`src/rtl/cla_multiword_add_seq_pkg.sv`:
```
// Shared definitions for the multi-word add/subtract sequencer.
//   state_t    : sequencer FSM encoding (IDLE, RUN, DONE)
//   total_bits : full operand width derived from slice width and slice count
package cla_multiword_add_seq_pkg;

    typedef enum logic [1:0] {
        IDLE = 2'd0,
        RUN  = 2'd1,
        DONE = 2'd2
    } state_t;

    function automatic int total_bits(input int width, input int words);
        return width * words;
    endfunction

endpackage

```
`src/rtl/cla_multiword_add_seq_cla.sv`:
```
// Single WIDTH-bit carry-lookahead adder slice.
//   a, b  : slice operands
//   cin   : carry into bit 0
//   sum   : slice sum
//   cout  : carry out of bit WIDTH-1
module carry_lookahead_adder #(
    parameter int WIDTH = 8
) (
    input  logic [WIDTH-1:0] a,
    input  logic [WIDTH-1:0] b,
    input  logic             cin,
    output logic [WIDTH-1:0] sum,
    output logic             cout
);

    logic [WIDTH-1:0] g;
    logic [WIDTH-1:0] p;
    logic [WIDTH:0]   c;

    assign g = a & b;
    assign p = a ^ b;

    // Each carry is the flat sum-of-products form:
    //   c[i+1] = g[i] | p[i]g[i-1] | ... | p[i]..p[0]cin
    // so no carry depends on a previously computed carry.
    always_comb begin
        c    = '0;
        c[0] = cin;
        for (int i = 0; i < WIDTH; i++) begin : g_carry
            logic cc;
            logic term;
            term = cin;
            for (int k = 0; k <= i; k++) term = term & p[k];
            cc = term;
            for (int j = 0; j <= i; j++) begin
                term = g[j];
                for (int k = j + 1; k <= i; k++) term = term & p[k];
                cc = cc | term;
            end
            c[i+1] = cc;
        end
    end

    assign sum  = p ^ c[WIDTH-1:0];
    assign cout = c[WIDTH];

endmodule

```
`src/rtl/cla_multiword_add_seq.sv`:
```
// Multi-precision add/subtract sequencer. One WIDTH-bit CLA slice is reused
// over WORDS cycles (LSB slice first) with the carry registered between slices.
//   clk, rst_n           : clock, async active-low reset
//   in_valid / in_ready  : command handshake (accepted only in IDLE)
//   a, b, carry_in, sub  : operands and mode (sub=1 computes a-b)
//   out_valid / out_ready: result handshake
//   sum, carry_out       : TOTAL-bit result and carry out of the top bit
//   overflow             : two's-complement overflow of the full operation
module cla_multiword_add_seq
    import cla_multiword_add_seq_pkg::*;
#(
    parameter int WIDTH = 8,
    parameter int WORDS = 4
) (
    input  logic                   clk,
    input  logic                   rst_n,
    input  logic                   in_valid,
    output logic                   in_ready,
    input  logic [WIDTH*WORDS-1:0] a,
    input  logic [WIDTH*WORDS-1:0] b,
    input  logic                   carry_in,
    input  logic                   sub,
    output logic                   out_valid,
    input  logic                   out_ready,
    output logic [WIDTH*WORDS-1:0] sum,
    output logic                   carry_out,
    output logic                   overflow
);

    localparam int TOTAL = total_bits(WIDTH, WORDS);
    localparam int IDXW  = (WORDS > 1) ? $clog2(WORDS) : 1;

    state_t state, state_next;

    logic [TOTAL-1:0] a_reg, b_reg, res_reg;
    logic [TOTAL-1:0] b_eff, slice_ext, res_next;
    logic [IDXW-1:0]  idx;
    logic             carry_reg;
    logic             a_sign, b_sign;
    logic             last;
    logic [WIDTH-1:0] slice_sum;
    logic             slice_co;

    carry_lookahead_adder #(.WIDTH(WIDTH)) u_cla (
        .a    (a_reg[WIDTH-1:0]),
        .b    (b_reg[WIDTH-1:0]),
        .cin  (carry_reg),
        .sum  (slice_sum),
        .cout (slice_co)
    );

    assign b_eff = sub ? ~b : b;
    assign last  = (idx == IDXW'(WORDS - 1));

    // Result enters at the MSB end and shifts right, so after WORDS slices
    // the first (LSB) slice has landed in the bottom word.
    assign slice_ext = TOTAL'(slice_sum);
    assign res_next  = (res_reg >> WIDTH) | (slice_ext << (TOTAL - WIDTH));

    assign in_ready  = (state == IDLE);
    assign out_valid = (state == DONE);

    always_ff @(posedge clk or negedge rst_n) begin
        if (!rst_n) state <= IDLE;
        else        state <= state_next;
    end

    always_comb begin
        state_next = state;
        case (state)
            IDLE:    if (in_valid)  state_next = RUN;
            RUN:     if (last)      state_next = DONE;
            DONE:    if (out_ready) state_next = IDLE;
            default:                state_next = IDLE;
        endcase
    end

    always_ff @(posedge clk or negedge rst_n) begin
        if (!rst_n) begin
            a_reg     <= '0;
            b_reg     <= '0;
            res_reg   <= '0;
            idx       <= '0;
            carry_reg <= 1'b0;
            a_sign    <= 1'b0;
            b_sign    <= 1'b0;
            sum       <= '0;
            carry_out <= 1'b0;
            overflow  <= 1'b0;
        end else begin
            case (state)
                IDLE: begin
                    if (in_valid) begin
                        a_reg     <= a;
                        b_reg     <= b_eff;
                        res_reg   <= '0;
                        idx       <= '0;
                        // Subtract is a + ~b + 1; carry_in is ignored then.
                        carry_reg <= sub ? 1'b1 : carry_in;
                        a_sign    <= a[TOTAL-1];
                        b_sign    <= b_eff[TOTAL-1];
                    end
                end
                RUN: begin
                    a_reg     <= a_reg >> WIDTH;
                    b_reg     <= b_reg >> WIDTH;
                    res_reg   <= res_next;
                    carry_reg <= slice_co;
                    idx       <= idx + 1'b1;
                    if (last) begin
                        sum       <= res_next;
                        carry_out <= slice_co;
                        overflow  <= (a_sign == b_sign) && (res_next[TOTAL-1] != a_sign);
                    end
                end
                default: ;
            endcase
        end
    end

endmodule
```
`config.mk`:
```
export PLATFORM = sky130hd
export DESIGN_NAME = cla_multiword_add_seq
export DESIGN_NICKNAME = d
export VERILOG_FILES = /design/src/rtl/cla_multiword_add_seq_pkg.sv /design/src/rtl/cla_multiword_add_seq_cla.sv /design/src/rtl/cla_multiword_add_seq.sv
export SDC_FILE = /design/constraint.sdc
export NUM_CORES = 1
export LEC_CHECK = 0
export CAP_MARGIN = 10
export CORE_MARGIN = 8
export CORE_UTILIZATION = 40
export DETAILED_ROUTE_END_ITERATION = 8
export GPL_TIMING_DRIVEN = 0
export PLACE_DENSITY = 0.72
export SLEW_MARGIN = 20
export SYNTH_ARGS = -nofsm -noshare
export SYNTH_HDL_FRONTEND = slang
export SYNTH_SLANG_ARGS = --single-unit
export TNS_END_PERCENT = 5
```
`constraint.sdc`:
```
create_clock -name clk -period 2.2 [get_ports clk]
set_input_delay 0.44 -clock clk [delete_from_list [all_inputs] [get_ports clk]]
set_output_delay 0.44 -clock clk [all_outputs]
set_load 0.01 [all_outputs]
```
Fig. 1: run 1, signal wires on met1
Scale: 3 px per µm. Supply wires on this layer in gray.
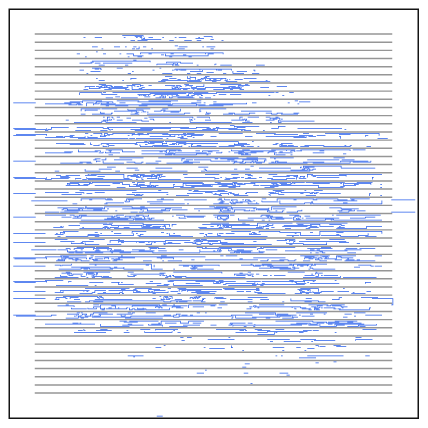
wire length on this layer = 6700 µm
longest straight run = 36.8 µm
Vias: 4644
total wire length: 15300 µm
met1 global-route usage: 0.214

Fig. 2: run 1, M2 wires
Scale: 2 px per µm.
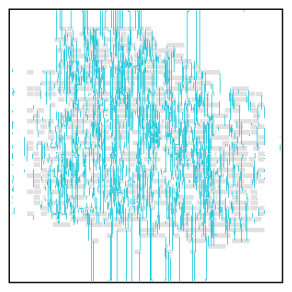
main direction = vertical
wire length on this layer = 7390 µm
nets with wire on the layer = 646
share of all routed wire = 48%

==> flow_summary.json, run 1 <==
{
  "outcome": "completed",
  "worst-setup-path-type": "flip-flop to flip-flop",
  "whs_ns": 0.487,
  "holdPathStages": 2,
  "finalWorstSetupSlack_ns": 0.0513,
  "timing_max_transition_violations_final": 0,
  "grt-ovfl-total": 0,
  "row_count": 44,
  "die_w_um": 136,
  "ys_sh_xor": 0.0549,
  "p_switching_mw": 4.66,
  "first_global_vias": 4923,
  "portBuffers": 104,
  "yosysCellCount": 561,
  "ys_sh_mux": 0.0490,
  "layout.nets": 767,
  "max_cap_viol_count": 0,
  "pre_cts_ws_ns": -0.0548,
  "holdPathEnd": "sum[25]",
  "grt_max_degree": 86,
  "final_util": 0.542,
  "finalSetupViolations": 0,
  "num_antenna_cells": 0,
  "crit_path_end_kind": "flip-flop",
  "r2r-start": "a_reg[0]",
  "dp.cells": 850,
  "max_stage_delay_ns": 0.44,
  "hpwl_um": 11500,
  "yosysWarnings": 0,
  "r2r_cells": 7,
  "p_sw_frac": 0.371,
  "pin_count": 106,
  "synth.cell_area_mm2": 0.00575,
  "htree_levels": 4,
  "routabilityCongestion": 0.870,
  "clkPwrFrac": 0.251,
  "viasPerCell": 5.26,
  "maxSlewHeadroom": 0.614,
  "fin_cells": 883,
  "hold_violations": 0,
  "numSynthFlops": 129,
  "syn_area_per_cell_um2": 10.2,
  "drive_above_1_share": 0.103,
  "logic_family": "simple AND/OR/NAND/NOR gates",
  "syn_inst": 561,
  "synth.area.top_cells": "dfrtp_1 56%, nand2_1 8.1%, xnor2_1 5.2%, mux2_2 4.9%, o21ai_0 4.3%",
  "start_kind": "flip-flop",
  "fp_util": 0.403,
  "grt_pass1_wl_um": 25000,
  "yosys-stat-area_mm2": 0.00575,
  "cts_root_buf": "clkbuf_16",
  "dr.pass1.iters": 5,
  "core_mm2": 0.0143,
  "cpMostUsedCell": "ha_1",
  "cp.required_ns": 2.50,
  "power_density_mw_per_mm2": 1620,
  "synth-adder-area-share": 0.0253,
  "fmax_mhz": 465,
  "worst-r2r-setup-slack_ns": 0.05,
  "simple_gate_area_frac": 0.142,
  "clk_latency_ns": 0.42,
  "wl_per_cell_um": 17.3,
  "grtUsageTotal": 0.171
}
Fig. 3: run 1, the metal 3 layer
Scale: 3 px per µm.
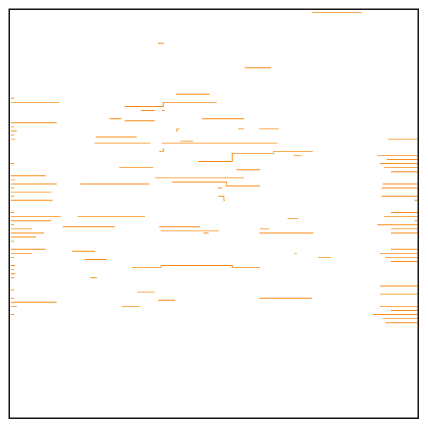
nets with wire on the layer = 92
share of all routed wire = 6.5%
main direction = horizontal
wire length on this layer = 990 µm

==> run 1: placed cells by master, fill, tap and decap left out, types with 2 or more instances in the layout <==
cell type / Yosys / final
bufinv_16: 0 / 5
or3_1: 2 / 2
a21oi_1: 2 / 2
buf_1: 8 / 8
xor2_1: 2 / 2
buf_2: 9 / 9
a221o_1: 24 / 24
o211ai_1: 2 / 2
dfrtp_1: 129 / 129
clkinv_4: 0 / 3
clkbuf_8: 0 / 2
a211oi_1: 3 / 3
clkinvlp_4: 0 / 2
nor2_1: 54 / 54
o31ai_1: 2 / 2
o21a_1: 2 / 2
clkdlybuf4s50_1: 0 / 103
clkbuf_16: 0 / 17
o21ai_0: 49 / 49
a21o_1: 3 / 3
nand2_1: 124 / 124
nand2b_1: 3 / 3
xnor2_1: 34 / 34
clkbuf_1: 23 / 24
ha_1: 10 / 10
nand3_1: 13 / 13
a31oi_1: 25 / 25
mux2_2: 25 / 25
==> run 1: layer usage <==
| layer | track usage | part of all wire | wire [µm] |
|---|---|---|---|
| met3 | 0.0436 | 0.065 | 989 |
| met5 | 0 | 0 | 0 |
| met1 | 0.214 | 0.44 | 6700 |
| met2 | 0.283 | 0.48 | 7390 |
| met4 | 0.0567 | 0.015 | 224 |
==> run 1: cell type report <==
cell class                      count  area share
Multi-Input combinational cell    391       0.305
Buffer                             40      0.0209
Timing Repair Buffer              106       0.140
Clock inverter                     12      0.0266
Sequential cell                   129       0.418
Inverter                            1    0.000486
Tap cell                          184      0.0298
Clock buffer                       20      0.0591
==> run 1: logic make-up after synthesis <==
group / after synthesis
muxes: 25
adders and majority gates: 11
xor gates and xnor gates: 36
AOI/OAI and AO/OA: 118
and+or+nand+nor: 201
DFF: 129
buffers and inverters: 41
==> run 1: cell usage after synthesis <==
cell	instances
nand2b_1	3
or3_1	2
o311ai_0	1
a221o_1	24
dfrtp_1	129
nor2_1	54
a41o_1	1
nand3_1	13
nor4b_4	1
nor2_2	1
xnor2_1	34
mux2_2	25
o211ai_1	2
o22a_2	1
nand2_1	124
a31oi_1	25
a31o_2	1
a211o_1	1
a21o_1	3
o31a_1	1
nand4_1	1
and2_1	1
a21oi_1	2
nor2b_1	1
inv_1	1
buf_2	9
fa_1	1
clkbuf_1	23
xor2_1	2
ha_1	10
o21ai_0	49
o31ai_1	2
a211oi_1	3
o21a_1	2
buf_1	8
==> run 1: repair_timing <==
| item | in CTS | in global routing |
|---|---|---|
| setup endpoints to repair | 2 | 2 |
| hold buffers | 1 | 0 |
| buffers inserted | 0 | 0 |
| hold endpoints to repair | 44 | 0 |
| resized | 1 | 1 |
==> run 1: power groups by stage <==
| stage | clock, mW | combinational (mW) | sequential (mW) |
|---|---|---|---|
| 2_1_floorplan | 0 | 3.22 | 4.15 |
| 3_3_place_gp | 0 | 4.88 | 4.23 |
| 3_5_place_dp | 0 | 5.08 | 4.28 |
| 4_1_cts | 3.16 | 5.14 | 4.25 |
| 5_1_grt | 3.30 | 5.70 | 4.38 |
| 6_report | 3.15 | 5.15 | 4.25 |
==> run 1: worst max-delay path: cells and delay by family (launching register included) <==
kind	cells	cell delay, ns
fa+ha+maj	2	0.53
compound gates	4	0.94
flops	1	0.44
simple gates	1	0.13
Fig. 4: run 1, M4 wires
Scale: 3 px per µm. Supply wires on this layer in gray.
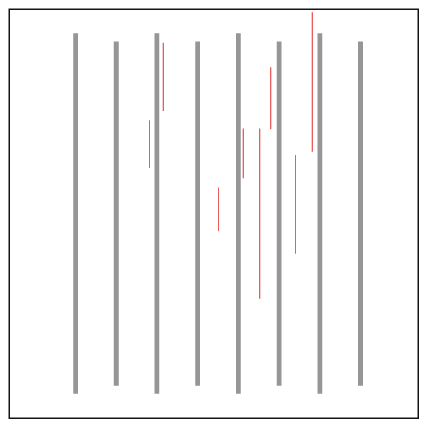

--- run 2 (diff from run 1) ---
SYNTH_HIERARCHICAL = 1   (was default)
Fig. 5: run 2, M4 wires
Scale: 3 px per µm. Supply wires on this layer in gray.
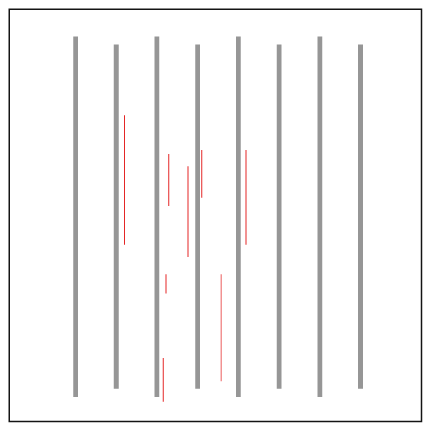
wire length on this layer = 192 µm
longest straight run = 42.8 µm
main direction = vertical
share of all routed wire = 1.3%

Fig. 6: run 2, signal wires on met1
Scale: 3 px per µm. Supply wires on this layer in gray.
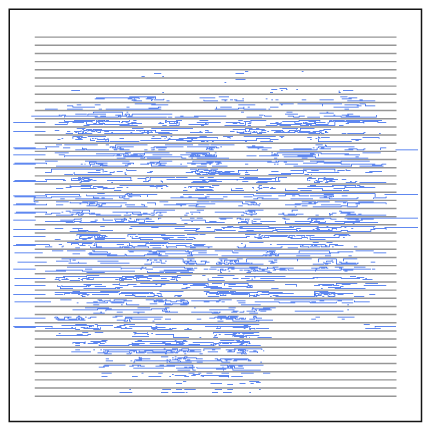
wire length on this layer = 6660 µm
nets with wire on the layer = 672
share of all routed wire = 44%

Fig. 7: run 2, the metal 3 layer
Scale: 3 px per µm.
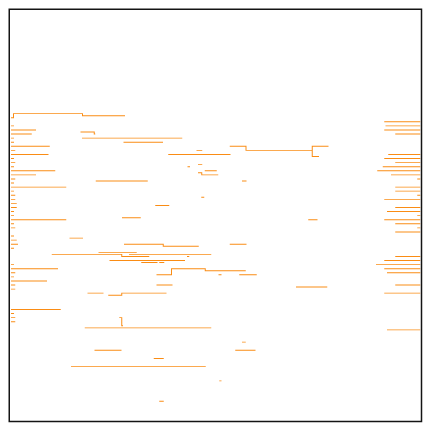
main direction = horizontal
nets with wire on the layer = 96
longest straight run = 44.6 µm
met3 Use GR: 0.0393
total wire length: 15200 µm
Vias: 4551

==> flow_summary.json, run 2 <==
{
  "outcome": "finished with violations",
  "violations": "setup timing",
  "num_antenna_cells": 0,
  "synthTopCellsByCount": "129 x dfrtp_1, 76 x nand2_1, 54 x nor2_1",
  "hold_violations": 0,
  "p_sw_frac": 0.370,
  "wl_per_cell_um": 17.5,
  "lay_top_count": "dfrtp_1",
  "routabilityCongestion": 0.795,
  "first_global_vias": 4785,
  "die_w_um": 137,
  "yosysCellCount": 540,
  "portBuffers": 104,
  "numSynthFlops": 129,
  "grt_use_met2": 0.282,
  "irDropWorstVdd_v": 0.000671,
  "finalWorstSetupSlack_ns": -0.166,
  "p_switching_mw": 4.69,
  "pin_count": 106,
  "grt_pass1_wl_um": 24500,
  "row_count": 44,
  "grt-ovfl-total": 0,
  "grt_max_degree": 87,
  "top_usage_layer": "met2",
  "power_density_mw_per_mm2": 1610,
  "cts_root_buf": "clkbuf_16",
  "yosys-stat-area_mm2": 0.00585,
  "worst-path-buf-inv": 0,
  "synth-edff-count": 0,
  "synthMostInstantiatedCell": "dfrtp_1",
  "max_stage_delay_ns": 0.46,
  "clk_latency_ns": 0.42,
  "fmax_mhz": 423,
  "final_util": 0.545,
  "hpwl_um": 11100,
  "lay_top_cells": "129 x dfrtp_1, 102 x clkdlybuf4s50_1, 76 x nand2_1",
  "maxSlewHeadroom": 0.536,
  "viasPerCell": 5.26,
  "leakagePower_nw": 3.53,
  "fp_util": 0.405,
  "htree_levels": 4,
  "grtUsageTotal": 0.166,
  "yosysWarnings": 6,
  "max_cap_viol_count": 0,
  "worst-setup-path-type": "flip-flop to flip-flop",
  "clkPwrFrac": 0.227,
  "syn_area_per_cell_um2": 10.8,
  "drive_above_1_share": 0.183,
  "syn_inst": 540,
  "core_mm2": 0.0144,
  "r2r-start": "a_reg[0]",
  "clockBufferDepth": 2,
  "timing_max_transition_violations_final": 0,
  "synth.area.top_cells": "dfrtp_1 55%, mux2_2 6.4%, xnor2_1 5.1%, nand2_1 4.9%, a221o_1 4.1%",
  "cp.required_ns": 2.50,
  "finalSetupViolations": 4,
  "ff_type": "dfrtp_1",
  "dr.pass1.iters": 4,
  "crit_path_end_kind": "flip-flop",
  "layout.nets": 750
}
run 2: netlist changes by cell type in the layout (fill, tap and decap cells not counted), sizes merged, moves of 4 or more:
cell | before | now
nand2 | 124 | 76
o21ai | 49 | 16
nand3 | 13 | 41
a31oi | 25 | 0
buf | 19 | 42
nor3 | 0 | 23
o22ai | 0 | 21
clkbuf | 43 | 24
mux2 | 25 | 33
a21oi | 2 | 7
nor2b | 1 | 5
run 2: cells by family (layout without fill, tap and decap cells):
kind of cell             count (synthesis)  after routing  share of synthesized area
AND/OR/NAND/NOR                        208            208                      0.157
flip-flops                             129            129                      0.552
AND-OR/OR-AND                           81             81                      0.106
buffers and inverters                   42            184                     0.0426
XOR/XNOR                                36             36                     0.0539
multiplexers                            33             33                     0.0636
adder cells (fa/ha/maj)                 11             11                     0.0248
run 2: layer usage:
metal	vias up	routed length [µm]
li1	2144	-
met1	2241	6660
met2	148	7360
met3	18	969
met4	0	192
met5	-	0
run 2: worst paths after layout:
path / endpoint / depth (start not counted)
hold / removal: res_reg[16] / 2
max in group asynchronous: b_reg[3] / 3
setup / recovery: overflow / 9
setup reg to reg: overflow / 9
min in group asynchronous: sum[1] / 2
hold reg to reg: res_reg[16] / 2
run 2: power by group through the flow:
stage / sequential [mW] / combinational [mW] / clock [mW]
floorplan: 4.12 / 3.41 / 0
global placement: 4.18 / 5.05 / 0
detailed placement: 4.24 / 5.26 / 0
CTS: 4.20 / 5.51 / 2.90
global route: 4.33 / 6.12 / 3.00
finish: 4.21 / 5.58 / 2.88
run 2: final cells by class:
class | count | area [µm²] | share of cell area
Sequential cell | 129 | 3230 | 0.410
Multi-Input combinational cell | 369 | 2430 | 0.309
Timing Repair Buffer | 110 | 1110 | 0.141
Clock buffer | 19 | 453 | 0.0576
Buffer | 41 | 248 | 0.0315
Tap cell | 184 | 230 | 0.0293
Clock inverter | 13 | 161 | 0.0205
Inverter | 1 | 3.75 | 0.000477
run 2: through the flow:
step / hold WS [ns] / setup WS (ns) / std cells
finish: 0.496 / -0.166 / 866
global route: 0.519 / -0.228 / 866
CTS: 0.500 / -0.153 / 866
detailed placement: 0.384 / -0.309 / 829
global placement: 0.479 / -4.06 / 828
floorplan: 0.144 / -0.0413 / 540
run 2: tightest hold or removal path, cell delays in order, from the launching register on:
cell and delay [ns]:
dfrtp_1 0.36, nand2_1 0.06, nand2_1 0.05
run 2: what timing repair did:
item,in CTS,in global routing
setup endpoints to repair,5,6
hold buffers,1,0
endpoints found under the hold margin,43,0
pin swaps,4,1
resized,2,6
buffers inserted,4,0
--- run 3 (diff from run 2) ---
CAP_MARGIN = 0   (was 10)
Fig. 8: run 3, M2 wires
Scale: 2 px per µm.
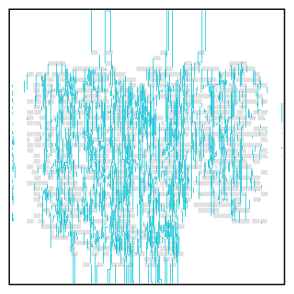
nets with wire on the layer = 646
longest straight run = 59.5 µm
wire length on this layer = 7360 µm

Fig. 9: run 3, the metal 3 layer
Scale: 3 px per µm.
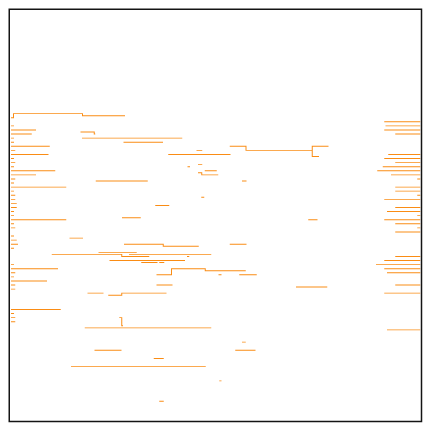
wire length on this layer = 970 µm
main direction = horizontal
share of all routed wire = 6.4%
longest straight run = 44.6 µm
nets with wire on the layer = 96

Fig. 10: run 3, M4 wires
Scale: 3 px per µm. Supply wires on this layer in gray.
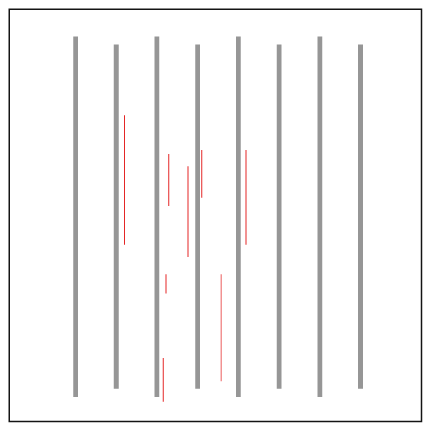
share of all routed wire = 1.3%
main direction = vertical
nets with wire on the layer = 6

==> flow_summary.json, run 3 <==
{
  "outcome": "finished with violations",
  "violations": "setup timing",
  "fin_worst_skew_ns": 0.0107,
  "finalWorstSetupSlack_ns": -0.166,
  "row_count": 44,
  "worst_pin_slew_ns": 0.695,
  "whs_ns": 0.496,
  "syn_area_per_cell_um2": 10.8,
  "grt_pass1_wl_um": 24500,
  "synth.cell_area_mm2": 0.00585,
  "ys_sh_xor": 0.0539,
  "antenna_found_initial": 0,
  "fin_crit_sh": 1.08,
  "syn_inst": 540,
  "rsz0062_at_grt": "true",
  "yosysCellCount": 540,
  "hold_class": "flip-flop to flip-flop",
  "ff_type": "dfrtp_1",
  "cp.required_ns": 2.50,
  "combPwrFrac": 0.440,
  "path_max_fanout": 3,
  "numSynthFlops": 129,
  "maxSlewHeadroom": 0.536,
  "synth-adder-area-share": 0.0248,
  "vias": 4551,
  "p_sw_frac": 0.370,
  "grtUsageTotal": 0.166,
  "start_kind": "flip-flop",
  "htree_levels": 4,
  "irDropWorstVdd_v": 0.000671,
  "path_clk_slew_ns": 0.06,
  "dp.cells": 829,
  "worst-setup-path-type": "flip-flop to flip-flop",
  "synthTopCellsByCount": "129 x dfrtp_1, 76 x nand2_1, 54 x nor2_1",
  "synth.area.top_cells": "dfrtp_1 55%, mux2_2 6.4%, xnor2_1 5.1%, nand2_1 4.9%, a221o_1 4.1%",
  "chipArea_mm2": 0.0187,
  "drt_iter0_drc": 330,
  "top_area_cell": "dfrtp_1",
  "power_density_mw_per_mm2": 1610,
  "yosysSeqAreaShare": 0.552,
  "timing_max_transition_violations_final": 0,
  "first_global_vias": 4785,
  "synthMostInstantiatedCell": "dfrtp_1",
  "grt-ovfl-total": 0,
  "wirelength_um": 15200,
  "pin_count": 106,
  "viasPerCell": 5.26,
  "synthArstFlopShare": 1.00,
  "lay_top_count": "dfrtp_1",
  "cts_root_buf": "clkbuf_16",
  "logic_family": "simple AND/OR/NAND/NOR gates",
  "die_w_um": 137,
  "drive_above_1_share": 0.183,
  "fmax_mhz": 423,
  "fp_nets": 621,
  "clockBufferDepth": 2,
  "layout.nets": 750,
  "grt_max_degree": 87,
  "leakagePower_nw": 3.53,
  "simple_gate_area_frac": 0.157,
  "wl_per_cell_um": 17.5,
  "p_switching_mw": 4.69,
  "portBuffers": 104,
  "period_needed_ns": 2.37,
  "yosys-stat-area_mm2": 0.00585,
  "numCtsBuffers": 17,
  "crit_path_end_kind": "flip-flop",
  "clk_latency_ns": 0.42,
  "fin_cells": 866,
  "die_h_um": 137,
  "max_cap_viol_count": 0,
  "arrival_ns": 2.66,
  "synth-edff-count": 0,
  "p_int_mw": 7.98,
  "cts_sinks": 129,
  "lay_top_cells": "129 x dfrtp_1, 102 x clkdlybuf4s50_1, 76 x nand2_1",
  "hold_violations": 0,
  "hpwl_um": 11100,
  "synth_cell_types": 40,
  "drc_errors": 0,
  "ys_sh_aoi": 0.106,
  "drt.antenna.violating_nets": 0,
  "finalSetupViolations": 4,
  "dr.pass1.iters": 4,
  "warnings": 30,
  "fp_util": 0.405,
  "routabilityCongestion": 0.795,
  "p_seq_frac": 0.333,
  "top_area_frac": 0.552,
  "core_mm2": 0.0144,
  "yosysWarnings": 6,
  "ys_sh_mux": 0.0636,
  "clkPwrFrac": 0.227,
  "area_delta_synth_final_pct": 34.5,
  "num_antenna_cells": 0,
  "cts_tree": "done"
}
-- run 3: cell counts after synthesis --
Identical to the previous run, type by type.
-- run 3: area by class of cell --
cell class	instances	area [µm²]
fill	1212	6560
sequential	129	3230
multi-input combinational	369	2430
timing repair buffer	110	1110
clock buffer	19	453
buffer	41	248
tap	184	230
clock inverter	13	161
inverter	1	3.75
-- run 3: what timing repair did --
| action | CTS | global route |
|---|---|---|
| gates resized | 2 | 6 |
| setup endpoints to repair | 5 | 6 |
| endpoints found under the hold margin | 43 | 0 |
| hold buffers | 1 | 0 |
| setup buffers | 4 | 0 |
| pin swaps | 4 | 1 |
-- run 3: path summary, 6_finish.rpt --
| path | start | to | slack [ns] | depth (start not counted) |
|---|---|---|---|---|
| max | a_reg[0] | overflow | -0.17 | 9 |
| min | res_reg[24] | res_reg[16] | 0.50 | 2 |
| max reg2reg | a_reg[0] | overflow | -0.17 | 9 |
| min reg2reg | res_reg[24] | res_reg[16] | 0.50 | 2 |
| max in group asynchronous | rst_n | b_reg[3] | 0.95 | 3 |
| min in group asynchronous | rst_n | sum[1] | 0.51 | 2 |
-- run 3: stage by stage --
stage / area (µm²) / power (mW) / util / worst slack (ns) / TNS, ns
detailed placement: 7160 / 9.50 / 0.496 / -0.309 / -0.531
finish: 7870 / 12.7 / 0.545 / -0.166 / -0.314
global placement: 7130 / 9.23 / 0.494 / -4.06 / -522.08
CTS: 7840 / 12.6 / 0.543 / -0.153 / -0.364
floorplan: 5860 / 7.54 / - / -0.0413 / -0.0413
global route: 7870 / 13.5 / 0.545 / -0.228 / -0.591
-- run 3: power groups by stage --
stage               sequential, mW  clock [mW]  combinational (mW)
finish                        4.21        2.88                5.58
global route                  4.33        3.00                6.12
CTS                           4.20        2.90                5.51
detailed placement            4.24           0                5.26
global placement              4.18           0                5.05
floorplan                     4.12           0                3.41
-- run 3: kinds of logic (layout without fill, tap and decap cells) --
family	Yosys count	in the layout
adders and majority gates	11	11
DFF	129	129
buffers and inverters	42	184
and+or+nand+nor	208	208
muxes	33	33
xor gates and xnor gates	36	36
AOI/OAI and AO/OA	81	81
-- run 3: per-layer routing --
layer	global-route usage	wire length, µm
met1	0.205	6660
met2	0.282	7360
met3	0.0393	969
met4	0.0525	192
met5	0	0
-- run 3: critical path: stages, from the launching register on --
cell      delay (ns)
dfrtp_1         0.39
ha_1            0.32
ha_2            0.21
o211ai_4        0.19
a21oi_2         0.09
or4_4           0.46
a32oi_4         0.21
and3b_1         0.20
a21oi_1         0.12
o21ai_1         0.07
Power and IR drop assume default switching activity.
